[config.mk]
export PLATFORM = sky130hd
export DESIGN_NAME = apb_slave_mem
export DESIGN_NICKNAME = d
export VERILOG_FILES = /design/src/rtl/apb_pkg.sv /design/src/rtl/apb_mem_array.sv /design/src/rtl/apb_slave_mem.sv
export SDC_FILE = /design/constraint.sdc
export NUM_CORES = 2
export LEC_CHECK = 0
export CORE_ASPECT_RATIO = 2
export CORE_MARGIN = 4
export CORE_UTILIZATION = 45
export DETAILED_ROUTE_END_ITERATION = 10
export MAX_ROUTING_LAYER = met4
export SKIP_LAST_GASP = 1
export SYNTH_ARGS = -nofsm -noshare
export SYNTH_HDL_FRONTEND = slang
export SYNTH_HIERARCHICAL = 1
export SYNTH_SLANG_ARGS = --single-unit
[constraint.sdc]
create_clock -name pclk -period 3.18 [get_ports pclk]
set_input_delay 0.636 -clock pclk [delete_from_list [all_inputs] [get_ports pclk]]
set_output_delay 0.636 -clock pclk [all_outputs]
set_load 0.05 [all_outputs]
[src/rtl/apb_pkg.sv]
// Shared APB definitions: default bus widths and the completer FSM state type.
package apb_pkg;

    localparam int APB_ADDR_WIDTH = 32;
    localparam int APB_DATA_WIDTH = 32;

    typedef enum logic [0:0] {
        IDLE   = 1'b0,
        ACCESS = 1'b1
    } apb_slv_state_e;

endpackage

[src/rtl/apb_mem_array.sv]
// Word storage for the APB completer: synchronous write, combinational read,
// synchronous clear of every word on reset.
module apb_mem_array #(
    parameter int DEPTH      = 32,
    parameter int DATA_WIDTH = 32,
    parameter int AW         = 5
) (
    input  logic                  i_clk,
    input  logic                  i_rst,
    input  logic                  i_we,
    input  logic [AW-1:0]         i_waddr,
    input  logic [DATA_WIDTH-1:0] i_wdata,
    input  logic [AW-1:0]         i_raddr,
    output logic [DATA_WIDTH-1:0] o_rdata
);

    localparam int AWP1 = AW + 1;
    localparam logic [AW:0] DEPTH_C = AWP1'(DEPTH);

    logic [DATA_WIDTH-1:0] r_mem [DEPTH];

    // Storage update: clear everything on reset, otherwise commit one word.
    always_ff @(posedge i_clk) begin
        if (i_rst) begin
            for (int i = 0; i < DEPTH; i++) begin
                r_mem[i] <= '0;
            end
        end else if (i_we && ({1'b0, i_waddr} < DEPTH_C)) begin
            r_mem[i_waddr] <= i_wdata;
        end
    end

    // Read port; indices past the end (non power-of-two depth) read as zero.
    always_comb begin
        if ({1'b0, i_raddr} < DEPTH_C) begin
            o_rdata = r_mem[i_raddr];
        end else begin
            o_rdata = '0;
        end
    end

endmodule

[src/rtl/apb_slave_mem.sv]
// APB completer memory: word-addressed storage with a fixed number of wait
// states and an error response for addresses at or beyond MEM_DEPTH.
module apb_slave_mem
    import apb_pkg::*;
#(
    parameter int ADDR_WIDTH  = APB_ADDR_WIDTH,
    parameter int DATA_WIDTH  = APB_DATA_WIDTH,
    parameter int MEM_DEPTH   = 32,
    parameter int WAIT_CYCLES = 0
) (
    input  logic                  pclk,
    input  logic                  preset,
    input  logic                  pselx,
    input  logic                  penable,
    input  logic                  pwrite,
    input  logic [ADDR_WIDTH-1:0] paddr,
    input  logic [DATA_WIDTH-1:0] pwdata,
    output logic                  pready,
    output logic [DATA_WIDTH-1:0] prdata,
    output logic                  pslverr
);

    localparam int MEM_AW = (MEM_DEPTH > 1) ? $clog2(MEM_DEPTH) : 1;
    localparam logic [ADDR_WIDTH-1:0] DEPTH_A = ADDR_WIDTH'(MEM_DEPTH);
    localparam logic [3:0] WAIT_C = 4'(WAIT_CYCLES);

    apb_slv_state_e        r_state;
    logic [3:0]            r_cnt;
    logic [ADDR_WIDTH-1:0] r_addr;
    logic                  r_write;
    logic [DATA_WIDTH-1:0] r_wdata;
    logic                  r_pready;
    logic                  r_pslverr;
    logic [DATA_WIDTH-1:0] r_prdata;

    logic [ADDR_WIDTH-1:0] w_addr_sel;
    logic                  w_write_sel;
    logic                  w_oor;
    logic [DATA_WIDTH-1:0] w_mem_rdata;
    logic [DATA_WIDTH-1:0] w_rd_value;
    logic                  w_complete;
    logic                  w_we;

    // With zero wait states the response is formed at the setup edge, so the
    // live bus address is used in IDLE and the latched one in ACCESS.
    always_comb begin
        case (r_state)
            IDLE: begin
                w_addr_sel  = paddr;
                w_write_sel = pwrite;
            end
            ACCESS: begin
                w_addr_sel  = r_addr;
                w_write_sel = r_write;
            end
            default: begin
                w_addr_sel  = r_addr;
                w_write_sel = r_write;
            end
        endcase
    end

    // Full-width unsigned compare, so high addresses never alias into the array.
    assign w_oor      = (w_addr_sel >= DEPTH_A);
    assign w_rd_value = (!w_oor && !w_write_sel) ? w_mem_rdata : '0;
    assign w_complete = (r_state == ACCESS) && pselx && penable && r_pready;
    assign w_we       = w_complete && r_write && !w_oor;

    apb_mem_array #(
        .DEPTH      (MEM_DEPTH),
        .DATA_WIDTH (DATA_WIDTH),
        .AW         (MEM_AW)
    ) u_mem (
        .i_clk   (pclk),
        .i_rst   (preset),
        .i_we    (w_we),
        .i_waddr (r_addr[MEM_AW-1:0]),
        .i_wdata (r_wdata),
        .i_raddr (w_addr_sel[MEM_AW-1:0]),
        .o_rdata (w_mem_rdata)
    );

    // Transfer FSM, wait counter and registered response.
    always_ff @(posedge pclk) begin
        if (preset) begin
            r_state   <= IDLE;
            r_cnt     <= 4'd0;
            r_addr    <= '0;
            r_write   <= 1'b0;
            r_wdata   <= '0;
            r_pready  <= 1'b0;
            r_pslverr <= 1'b0;
            r_prdata  <= '0;
        end else begin
            case (r_state)
                IDLE: begin
                    if (pselx && !penable) begin
                        r_state <= ACCESS;
                        r_addr  <= paddr;
                        r_write <= pwrite;
                        r_wdata <= pwdata;
                        r_cnt   <= WAIT_C;
                        if (WAIT_C == 4'd0) begin
                            r_pready  <= 1'b1;
                            r_pslverr <= w_oor;
                            r_prdata  <= w_rd_value;
                        end
                    end
                end
                ACCESS: begin
                    if (!pselx || w_complete) begin
                        r_state   <= IDLE;
                        r_cnt     <= 4'd0;
                        r_pready  <= 1'b0;
                        r_pslverr <= 1'b0;
                        r_prdata  <= '0;
                    end else if (!r_pready) begin
                        if (r_cnt > 4'd1) begin
                            r_cnt <= r_cnt - 4'd1;
                        end else begin
                            r_cnt     <= 4'd0;
                            r_pready  <= 1'b1;
                            r_pslverr <= w_oor;
                            r_prdata  <= w_rd_value;
                        end
                    end
                end
                default: begin
                    r_state <= IDLE;
                end
            endcase
        end
    end

    assign pready  = r_pready;
    assign pslverr = r_pslverr;
    assign prdata  = r_prdata;

endmodule

M3 wires:
Drawn at 1 px/um.
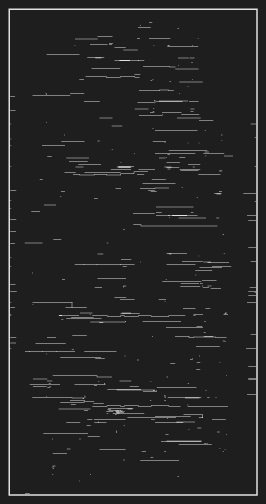
The longest straight run is 76.1 um. The layer carries 4470 um of wire. The wires run mostly horizontal. 209 nets have wire on it.

==> changes_impl.md <==
### Metrics

* Status: complete, no violations
* Fin Clk Skew at 0.01982 ns
* Share of layout cells above drive strength 1 at 0.1406
* Core Region at 0.1126 mm^2
* Synth Flop Type: edfxtp_1
* First-pass GRT wire length at 193.5 mm
* I/O pin count at 103
* Rel. slew slack at 0.2021
* FF-to-FF path depth at 11
* Cell row count at 174
* CP Launch Type: flop
* Worst hold endpoint: r_wdata[7]
* Cell count listed in synth_stat.txt at 3908
* Flop count at 1128
* Final Hold Violation Tally at 0
* Register area at 0.03284 mm^2
* CTS tree: built
* Latency at later pin at 0.70 ns
* Cts bufs inserted at 99
* DR WL/cell at 22.88 um
Congestion heat map:
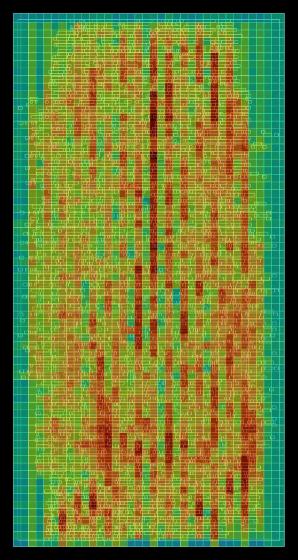
GR met2 Demand/Resource: 0.4252
gr usage total: 0.2209
GR Util met1: 0.2360

[synthesized netlist by cell type (3+ instances only)]
library cell,number,area (um^2)
edfxtp_1,1024,30750
and2_1,1028,6431
buf_4,34,255.2
buf_1,21,78.83
nor2_2,12,75.07
nor4_1,12,75.07
a22o_1,96,840.8
a31oi_1,32,200.2
nand3b_1,3,22.52
nor2_1,19,71.32
nand2_1,238,893.4
mux2_2,6,67.56
clkbuf_1,214,803.3
mux2i_1,513,5135
or2_2,34,212.7
buf_6,3,33.78
nand2b_1,5,31.28
dfxtp_1,104,2082
buf_2,50,250.2
clkbuf_2,27,135.1
nand3_1,98,490.5
xnor2_1,3,26.28
nor2_4,8,90.09
a21oi_1,161,805.8
nor3_1,34,170.2
nor2b_1,4,25.02
buf_8,3,45.04
a22oi_1,97,728.2
[worst max-delay path, stage by stage (launching register included)]
cell,delay (ns)
dfxtp_2,0.32
or4_4,0.54
a221oi_4,0.29
nand2_2,0.12
nor3_4,0.29
buf_6,0.16
nand2b_4,0.05
or3_4,0.34
buf_12,0.17
nor2_4,0.12
or2_4,0.23
buf_12,0.18
[worst max-delay path by stage]
stage               cells past startpoint            endpoint  slack, ns
detailed placement                     14  u_mem/r_mem[15][7]      -1.15
floorplan                               9  u_mem/r_mem[10][0]       0.07
finish                                 11   u_mem/r_mem[8][8]       0.03
global placement                       14  u_mem/r_mem[15][8]      -1.14
global route                           11  u_mem/r_mem[8][23]      -0.04
CTS                                    11   u_mem/r_mem[8][8]      -0.02
[repair_timing]
action	CTS	global route
setup buffers	0	3
pin swaps	1	7
resized	8	27
endpoints found under the hold margin	0	0
hold buffers	0	0
setup endpoints to repair	2048	728
gates cloned	0	5
[per-layer routing]
metal	vias to the layer above	part of all wire	track usage
met5	-	0	-
met4	0	0.028	0.06361
met3	201	0.034	0.02436
met2	592	0.57	0.4252
met1	15105	0.37	0.2360
li1	14283	-	-
[flip-flops by register name, indices dropped and copies added, names as in the netlist]
signal       cells
prdata          32
pready           1
r_state          1
u_mem/r_mem   1024
r_write          1
r_wdata         32
pslverr          1
r_addr          32
r_cnt            4
[cell families after synthesis]
| kind of cell | after synthesis | synth area share |
|---|---|---|
| XOR/XNOR | 3 | 0.0005148 |
| buffers and inverters | 354 | 0.03152 |
| AND/OR/NAND/NOR | 1507 | 0.1704 |
| multiplexers | 519 | 0.1019 |
| AND-OR/OR-AND | 395 | 0.05204 |
| flip-flops | 1128 | 0.6432 |
| adder cells (fa/ha/maj) | 2 | 0.0004901 |
[per-stage QoR]
stage                     total power [uW]  hold WS (ns)
after floorplan                      18610        0.4356
after global placement               20000        0.4428
after detailed placement             20040        0.4471
after CTS                            32310        0.4219
after global routing                 33100        0.4534
final                                32040        0.4557
[power groups by stage]
stage | Sequential [uW] | Clock (uW) | Combinational (uW)
2_1_floorplan | 17000 | 0 | 1590
3_3_place_gp | 17100 | 0 | 2870
3_5_place_dp | 17200 | 0 | 2880
4_1_cts | 16800 | 12600 | 2890
5_1_grt | 16900 | 13100 | 3080
6_report | 16800 | 12300 | 2890
Power and IR drop assume default switching activity.
